Figure 1. Placed cells, one colour a class (run 1).
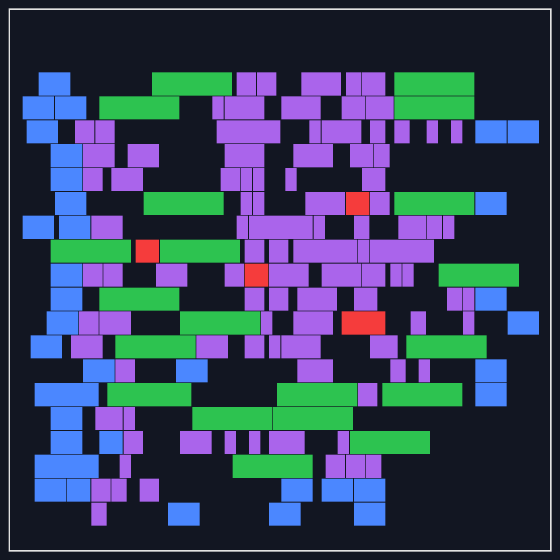
Figure 2. Supply network (run 1).
Scale bar: 20 um. Pins as bars on the die edge.
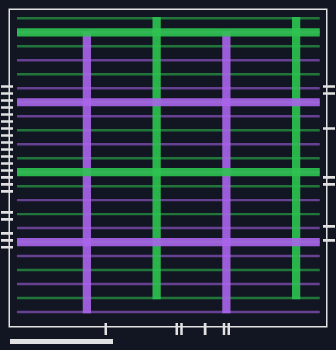
Figure 3. Clock wires, drivers and flops (run 1).
Scale bar: 20 um.
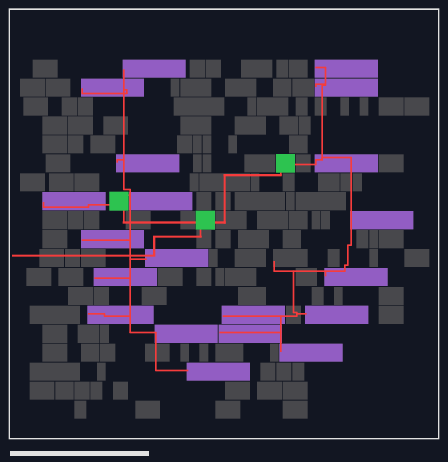
Figure 4. Signal wires by layer (run 1).
Scale bar: 20 um.
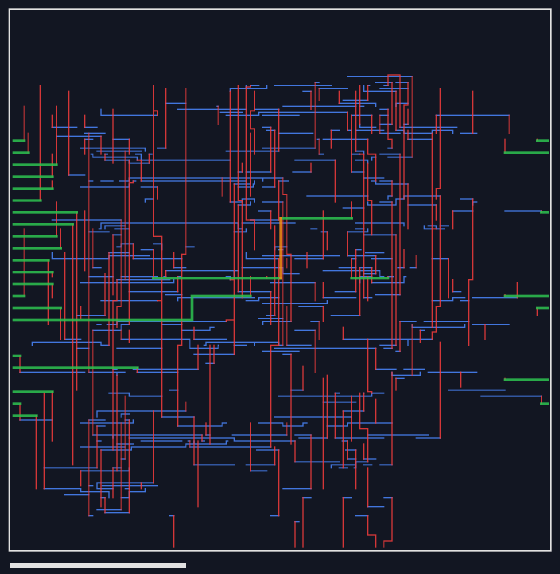
$ cat src/rtl/mult_arbiter.sv
// Two-requester round-robin arbiter in front of one combinational N x N multiplier.
// Latency: accept edge -> LAT CALC cycles -> result held in DONE; rsp_valid first sampled high LAT+1 edges after accept.
// Backpressure: requesters are stalled (ready low) from accept until the result is taken with rsp_ready.
module mult_arbiter #(
    parameter int N   = 4,
    parameter int LAT = 1
) (
    input  logic           clk,
    input  logic           rst_n,
    input  logic           req0_valid,
    output logic           req0_ready,
    input  logic [N-1:0]   req0_a,
    input  logic [N-1:0]   req0_b,
    input  logic           req1_valid,
    output logic           req1_ready,
    input  logic [N-1:0]   req1_a,
    input  logic [N-1:0]   req1_b,
    output logic           rsp_valid,
    input  logic           rsp_ready,
    output logic [2*N-1:0] rsp_data,
    output logic           rsp_id,
    output logic           busy
);

    localparam int CW = (LAT > 1) ? $clog2(LAT) : 1;
    localparam logic [CW-1:0] CNT_INIT = CW'(LAT - 1);

    typedef enum logic [1:0] {
        IDLE = 2'd0,
        CALC = 2'd1,
        DONE = 2'd2
    } state_t;

    state_t           state_q, state_d;
    logic [CW-1:0]    cnt_q, cnt_d;
    logic [N-1:0]     a_q, a_d;
    logic [N-1:0]     b_q, b_d;
    logic             id_q, id_d;
    logic             last_q, last_d;
    logic [2*N-1:0]   data_q, data_d;

    logic             gnt0, gnt1;
    logic [2*N-1:0]   prod;

    // Single multiplier, driven only from the operand registers.
    assign prod = {{N{1'b0}}, a_q} * {{N{1'b0}}, b_q};

    // On contention the requester not served last wins.
    always_comb begin
        gnt0 = 1'b0;
        gnt1 = 1'b0;
        if (state_q == IDLE) begin
            if (req0_valid && req1_valid) begin
                if (last_q) gnt0 = 1'b1;
                else        gnt1 = 1'b1;
            end else if (req0_valid) begin
                gnt0 = 1'b1;
            end else if (req1_valid) begin
                gnt1 = 1'b1;
            end
        end
    end

    always_comb begin
        state_d = state_q;
        cnt_d   = cnt_q;
        a_d     = a_q;
        b_d     = b_q;
        id_d    = id_q;
        last_d  = last_q;
        data_d  = data_q;
        unique case (state_q)
            IDLE: begin
                if (gnt0 || gnt1) begin
                    a_d     = gnt1 ? req1_a : req0_a;
                    b_d     = gnt1 ? req1_b : req0_b;
                    id_d    = gnt1;
                    last_d  = gnt1;
                    cnt_d   = CNT_INIT;
                    state_d = CALC;
                end
            end
            CALC: begin
                if (cnt_q == '0) begin
                    data_d  = prod;
                    state_d = DONE;
                end else begin
                    cnt_d = cnt_q - CW'(1);
                end
            end
            DONE: begin
                if (rsp_ready) state_d = IDLE;
            end
            default: state_d = IDLE;
        endcase
    end

    always_ff @(posedge clk or negedge rst_n) begin
        if (!rst_n) begin
            state_q <= IDLE;
            cnt_q   <= '0;
            a_q     <= '0;
            b_q     <= '0;
            id_q    <= 1'b0;
            last_q  <= 1'b1;
            data_q  <= '0;
        end else begin
            state_q <= state_d;
            cnt_q   <= cnt_d;
            a_q     <= a_d;
            b_q     <= b_d;
            id_q    <= id_d;
            last_q  <= last_d;
            data_q  <= data_d;
        end
    end

    assign req0_ready = gnt0;
    assign req1_ready = gnt1;
    assign rsp_valid  = (state_q == DONE);
    assign rsp_data   = data_q;
    assign rsp_id     = id_q;
    assign busy       = (state_q != IDLE);

endmodule
$ cat config.mk
export PLATFORM = sky130hd
export DESIGN_NAME = mult_arbiter
export DESIGN_NICKNAME = d
export VERILOG_FILES = /design/src/rtl/mult_arbiter.sv
export SDC_FILE = /design/constraint.sdc
export NUM_CORES = 1
export LEC_CHECK = 0
export CELL_PAD_IN_SITES_DETAIL_PLACEMENT = 0
export CELL_PAD_IN_SITES_GLOBAL_PLACEMENT = 1
export CORE_UTILIZATION = 35
export DETAILED_ROUTE_END_ITERATION = 8
export PLACE_DENSITY = 0.76
export RECOVER_POWER = 25
export SYNTH_ARGS = -nofsm -noshare
export SYNTH_HDL_FRONTEND = slang
export SYNTH_SLANG_ARGS = --single-unit
$ cat constraint.sdc
create_clock -name clk -period 3.2 [get_ports clk]
set_input_delay 0.8 -clock clk [delete_from_list [all_inputs] [get_ports clk]]
set_output_delay 0.8 -clock clk [all_outputs]
set_load 0.05 [all_outputs]
==> impl_metrics.csv, run 1 <==
group,metric,value,unit
cts,htree_levels,1,
synthesis,ys_sh_mux,1.82,%
worst_setup_path,cp_num_buf_inv,2,
power_and_ir_drop,p_sw,740,uW
worst_setup_path,critPathMostFrequentCell,"fa_1",
placed_design,dpl.cell_count,198,
cells_and_area,diodes,0,
outcome,outcome,"finished clean",
power_and_ir_drop,p_seq,466,uW
final_timing,max_freq,360,MHz
grt,gr-usage-met2,28.3,%
worst_setup_path,crit_path_start_kind,"flop",
power_and_ir_drop,finalPower,1.59,mW
synthesis,ys_types,30,
power_and_ir_drop,p_comb,982,uW
synthesis,synth_seq_share,40.5,%
power_and_ir_drop,largestPowerGroup,"combinational cells",
detailed_routing,ant_nets,0,
cells_and_area,buffers,35,
grt,grt_use_met1,18.1,%
cts,cts_setup_buffers,0,
grt,grt_overflow,0,
power_and_ir_drop,p_comb_share,61.6,%
cts,cts-resized-gates,0,
cells_and_area,comb_area_share,40.6,%
cts,path_clk_slew,110,ps
synthesis,synth-compound-area-share,16.1,%
placed_design,portBuffers,33,
synthesis,synth_nets,156,
detailed_routing,drc_errors,0,
worst_setup_path,reg2reg_setup_slack,420,ps
run,maxCapViolCount,0,
hold_path,holdCritStartpoint,"rsp_data[3]",
synthesis,yosysMostFrequentCell,"dfrtp_1",
final_timing,setup_viol,0,
grt,first_global_vias,970,
cts,cts_tree,"done",
final_timing,hold_viol,0,
synthesis,syn_area,0.00124,mm^2
grt,antenna_found_initial,0,
run,warnings,26,
synthesis,netlist_top_cells_area,"dfrtp_1 38%, ha_1 12%, a221o_1 6.5%",
hold_path,holdPathEnd,"rsp_data[3]",
power_and_ir_drop,max-vdd-ir-drop,0.412,mV
synthesis,largest_area_cell,"dfrtp_1",
cells_and_area,final_layout_size_suffix_gt1_share,8.97,%
worst_setup_path,max_stage_delay,560,ps
final_timing,worst_pin_slew,872,ps
detailed_routing,drt_iter0_markers,45,
die,fp_util,36.8,%
placed_design,dpl_cell_area,0.00165,mm^2
detailed_routing,routed_via_density,4.82,
cells_and_area,final_common_cell,"clkdlybuf4s50_1",
cells_and_area,instances_no_fill,202,
placed_design,place_ws,439,ps
placed_design,dp_hpwl,2000,um
power_and_ir_drop,p_int,854,uW
cells_and_area,flops,20,
final_timing,holdWs,487,ps
cells_and_area,seq_area,502,um^2
grt,grt_use_met3,4.62,%
synthesis,ys_sh_simple,16.6,%
cells_and_area,n_all_inverters,10,
cts,cts-root-buf,"clkbuf_4",
synthesis,ys_ff,20,
hold_path,hold_path_depth,2,
worst_setup_path,end_kind,"flop",
cells_and_area,fill_cells,339,
worst_setup_path,required,3420,ps
detailed_routing,routed.top_layer,"met4",
final_timing,rsz0062_at_grt,"false",
synthesis,syn_inst,119,
power_and_ir_drop,pwr-share-seq,29.2,%
worst_setup_path,r2r_cells,10,
synthesis,yosysWarnings,0,
synthesis,ys_top_logic_family,"adder cells",
worst_setup_path,cp_data_arrival_time,2990,ps
final_timing,tns,0,ps
die,nWellTaps,46,
placed_design,routabilityCongestion,0.702,
synthesis,edf_count,0,
cts,cts_sinks,20,
Notes on Figure 1 above:
- clock drivers and dummy loads: red (cells 4; share of their area 2.2%)
- remaining buffers and delay cells: blue (cells 35; share of their area 22%)
- remaining logic cells: purple (cells 97; share of their area 44%)
- sequential cells: green (cells 20; share of their area 31%)
total core area: 0.00336 mm^2
Finished Cell Area: 0.00168 mm^2
flop share of the area: 29.8%
Util after Layout: 50.0%

Notes on Figure 2 above:
- VDD: green
- VSS: purple
- met1 rails: 22
- signal pins: 34
DIE HEIGHT: 61.5 um
Die Wd: 61.5 um

Notes on Figure 3 above:
- clock-net drivers: green (count 3)
- clock wires: red (length 252 um)
- flip-flops: purple (count 20)
- routed clock nets: 4
part of the power in the clock network: 9.2%
clk_skew: 1.57 ps
Latency at later pin: 300 ps
Clk power: 147 uW

Notes on Figure 4 above:
- M2: red (wire length 1230 um)
- M4: orange (wire length 6.80 um)
- M1: blue (wire length 1050 um)
- M3: green (wire length 159 um)
WL/cell: 12.1 um
routed wire length: 2440 um
via count: 973
global-route usage over all layers: 15.4%

run 1: worst min-delay path, stage by stage (launching register included):
cell and delay [ps]:
dfrtp_1 360, nand2_1 40, o21ai_0 60
run 1: state kept, by name (all words and copies together) (netlist names):
register,count
a_q,4
b_q,4
last_q,1
rsp_data,8
rsp_id,1
state_q,2
run 1: how the worst max path moves through the flow:
stage / start / endpoint / slack [ps] / cells after the start
4_1_cts: b_q[3] / rsp_data[6] / 410 / 10
3_5_place_dp: b_q[3] / rsp_data[6] / 440 / 10
6_report: a_q[0] / rsp_data[6] / 420 / 10
2_1_floorplan: b_q[3] / rsp_data[6] / 590 / 10
5_1_grt: b_q[3] / rsp_data[6] / 220 / 10
3_3_place_gp: a_q[0] / rsp_data[6] / 500 / 10
==> run 2, diff against run 1 <==
- PLACE_DENSITY: 0.76 -> 0.88
Figure 5. Clock routing (run 2).
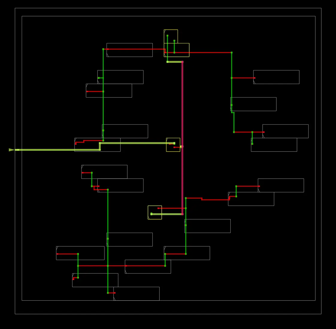
Latency at later pin: 310 ps
clkbuf count: 4

==> run 2 against run 1 <==
Clock skew increased by 5.1 ps. Global-route usage decreased by 0.54 points. Sequential share of layout area increased by 0.13 points. Flip-flop count unchanged. Register-to-register slack improved by 20 ps. Die area unchanged. Via count decreased by 2.0%. Clock power about the same.
==> impl_metrics.csv, run 2 <==
group,metric,value,unit
placed_design,place_ws,435,ps
synthesis,ys_sh_simple,16.6,%
synthesis,synth_nets,156,
cells_and_area,instances_no_fill,201,
worst_setup_path,required,2400,ps
power_and_ir_drop,p_comb_share,60.9,%
synthesis,largest_area_cell,"dfrtp_1",
detailed_routing,routed_wl,2270,um
synthesis,syn_area,0.00124,mm^2
final_timing,holdWs,487,ps
final_timing,max_freq,356,MHz
power_and_ir_drop,p_clk,148,uW
cts,cts_setup_buffers,0,
outcome,outcome,"finished clean",
power_and_ir_drop,largestPowerGroup,"combinational cells",
power_and_ir_drop,p_comb,954,uW
final_timing,clock_skew,6.65,ps
hold_path,holdCritStartpoint,"rsp_data[7]",
cells_and_area,largest_reg_flops,8,
synthesis,netlist_top_cells_area,"dfrtp_1 38%, ha_1 12%, a221o_1 6.5%",
synthesis,synth-compound-area-share,16.1,%
power_and_ir_drop,p_sw,722,uW
detailed_routing,drt_iter0_markers,16,
worst_setup_path,crit_start,"req1_valid",
power_and_ir_drop,p_clk_share,9.5,%
detailed_routing,drc_errors,0,
placed_design,dp_hpwl,1940,um
worst_setup_path,r2r_cells,10,
worst_setup_path,cp_num_buf_inv,2,
hold_path,holdPathEnd,"rsp_data[7]",
cells_and_area,fin_area,0.00167,mm^2
cells_and_area,fill_cells,344,
final_timing,worst_pin_slew,870,ps
die,die_y,61.5,um
final_timing,rsz0062_at_grt,"false",
power_and_ir_drop,finalPower,1.57,mW
placed_design,routabilityCongestion,0.732,
worst_setup_path,crit_cells,4,
cts,htree_levels,1,
worst_setup_path,crit_path_start_kind,"input port",
Figure 6. Supply network (run 2).
Scale bar: 20 um. Pins as bars on the die edge.
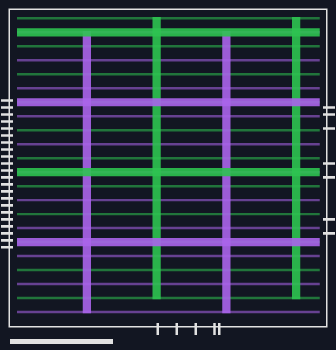
Peak supply drop: 0.405 mV

run 2: cell count changes in the layout (fill, tap and decap cells not counted):
| cell | delta |
|---|---|
| clkdlybuf4s50_1 | -1 |
| buf_4 | -1 |
| dlygate4sd3_1 | +1 |
run 2: layer usage:
layer / vias up / track usage [%] / share of wire (%) / wire, um
li1: 484 / - / - / -
met2: 32 / 25.9 / 48 / 1090
met3: 3 / 3.78 / 6.9 / 156
met5: - / 0 / 0 / 0
met1: 435 / 17.8 / 44 / 1000
met4: 0 / 4.76 / 1.3 / 30
run 2: cell type report:
cell class                      count  area (um^2)  area share, %
Clock buffer                        4         36.3           2.17
Multi-Input combinational cell     87          683           40.8
Sequential cell                    20          502           30.0
Tap cell                           46         57.6           3.44
Inverter                           10         37.5           2.24
Timing Repair Buffer               34          358           21.4
==> run 3, diff against run 2 <==
- ABC_AREA: not set -> 1
- CORE_UTILIZATION: 35 -> 34
- PLACE_DENSITY: 0.88 -> 0.89
Figure 7. Clock wires, drivers and flops (run 3).
Scale bar: 20 um.
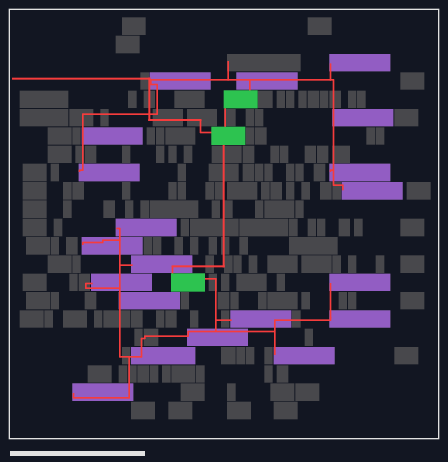
Clk power: 252 uW
clk_skew: 7.58 ps
Latency at later pin: 260 ps

==> run 3 against run 2 <==
Clock power is about 70% higher. Clock-buffer cell count is 1 lower. Via count is 12% higher. Highest routed layer unchanged. Clock skew is 0.93 ps higher.
==> impl_metrics.csv, run 3 <==
group,metric,value,unit
synthesis,largest_area_cell,"dfrtp_1",
final_timing,worst_pin_slew,893,ps
worst_setup_path,crit_path_start_kind,"input port",
worst_setup_path,r2r_cells,11,
detailed_routing,wl_met1,1200,um
cells_and_area,seq_area,502,um^2
power_and_ir_drop,p_comb,1.07,mW
final_timing,holdWs,480,ps
cts,cts_setup_buffers,0,
placed_design,routabilityCongestion,0.785,
cells_and_area,clock_buffer_count,3,
cells_and_area,n_all_inverters,30,
cells_and_area,mi_logic_area,654,um^2
final_timing,rsz0062_at_grt,"false",
grt,top_usage_layer,"met2",
worst_setup_path,cp_num_buf_inv,3,
hold_path,holdCritStartpoint,"rsp_data[1]",
cells_and_area,largest_class,"logic gates",
cells_and_area,num-multi-input-gates,115,
outcome,outcome,"finished clean",
cells_and_area,comb_area_share,37.3,%
power_and_ir_drop,p_comb_share,59.4,%
placed_design,place_ws,579,ps
power_and_ir_drop,p_sw,860,uW
cells_and_area,largest_reg_flops,8,
power_and_ir_drop,p_clk_share,14.1,%
final_timing,max_freq,369,MHz
detailed_routing,routed.top_layer,"met4",
grt,grt_use_met1,17.9,%
synthesis,synth_nets,203,
cells_and_area,flops,20,
grt,gr-usage-met2,20.7,%
cells_and_area,instances_no_fill,250,
cells_and_area,buffers,33,
worst_setup_path,crit_cells,5,
power_and_ir_drop,finalPower,1.79,mW
die,die_y,63.6,um
cts,htree_levels,1,
detailed_routing,dr_wl_met2,1040,um
power_and_ir_drop,largestPowerGroup,"combinational cells",
hold_path,holdPathEnd,"rsp_data[1]",
cells_and_area,fill_cells,360,
Figure 8. Placed cells, one colour a class (run 3).
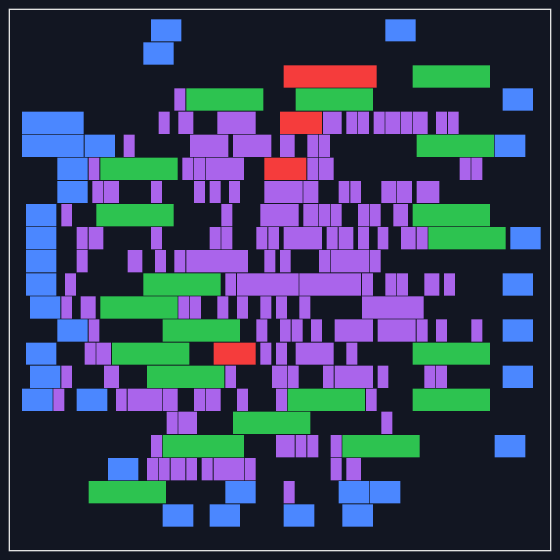
- clock drivers and dummy loads: red (cells 4; share of their area 4.2%)
- remaining logic cells: purple (cells 145; share of their area 45%)
- sequential cells: green (cells 20; share of their area 30%)
- remaining buffers and delay cells: blue (cells 33; share of their area 21%)
Finished Cell Area: 0.00175 mm^2
flop share of the area: 28.6%

-- run 3: cell count changes after synthesis, moves of 2 or more --
| cell | change |
|---|---|
| nand3_1 | +15 |
| mux2_2 | -2 |
| and2_1 | -9 |
| inv_2 | +2 |
| nand3_2 | +2 |
| nand2_1 | +52 |
| o21a_1 | -2 |
| inv_1 | +17 |
| a221o_1 | -8 |
| o21ai_0 | -2 |
| and2_0 | -8 |
| nor2_1 | +2 |
| nand2b_1 | -3 |
| xor2_1 | -2 |
-- run 3: logic make-up (layout without fill, tap and decap cells) --
| family | after synthesis | after routing |
|---|---|---|
| adders and majority gates | 16 | 16 |
| AOI/OAI and AO/OA | 9 | 9 |
| buffers and inverters | 31 | 67 |
| and+or+nand+nor | 90 | 90 |
| DFF | 20 | 20 |
No activity file was given, so power comes from the tool's default toggle rates.
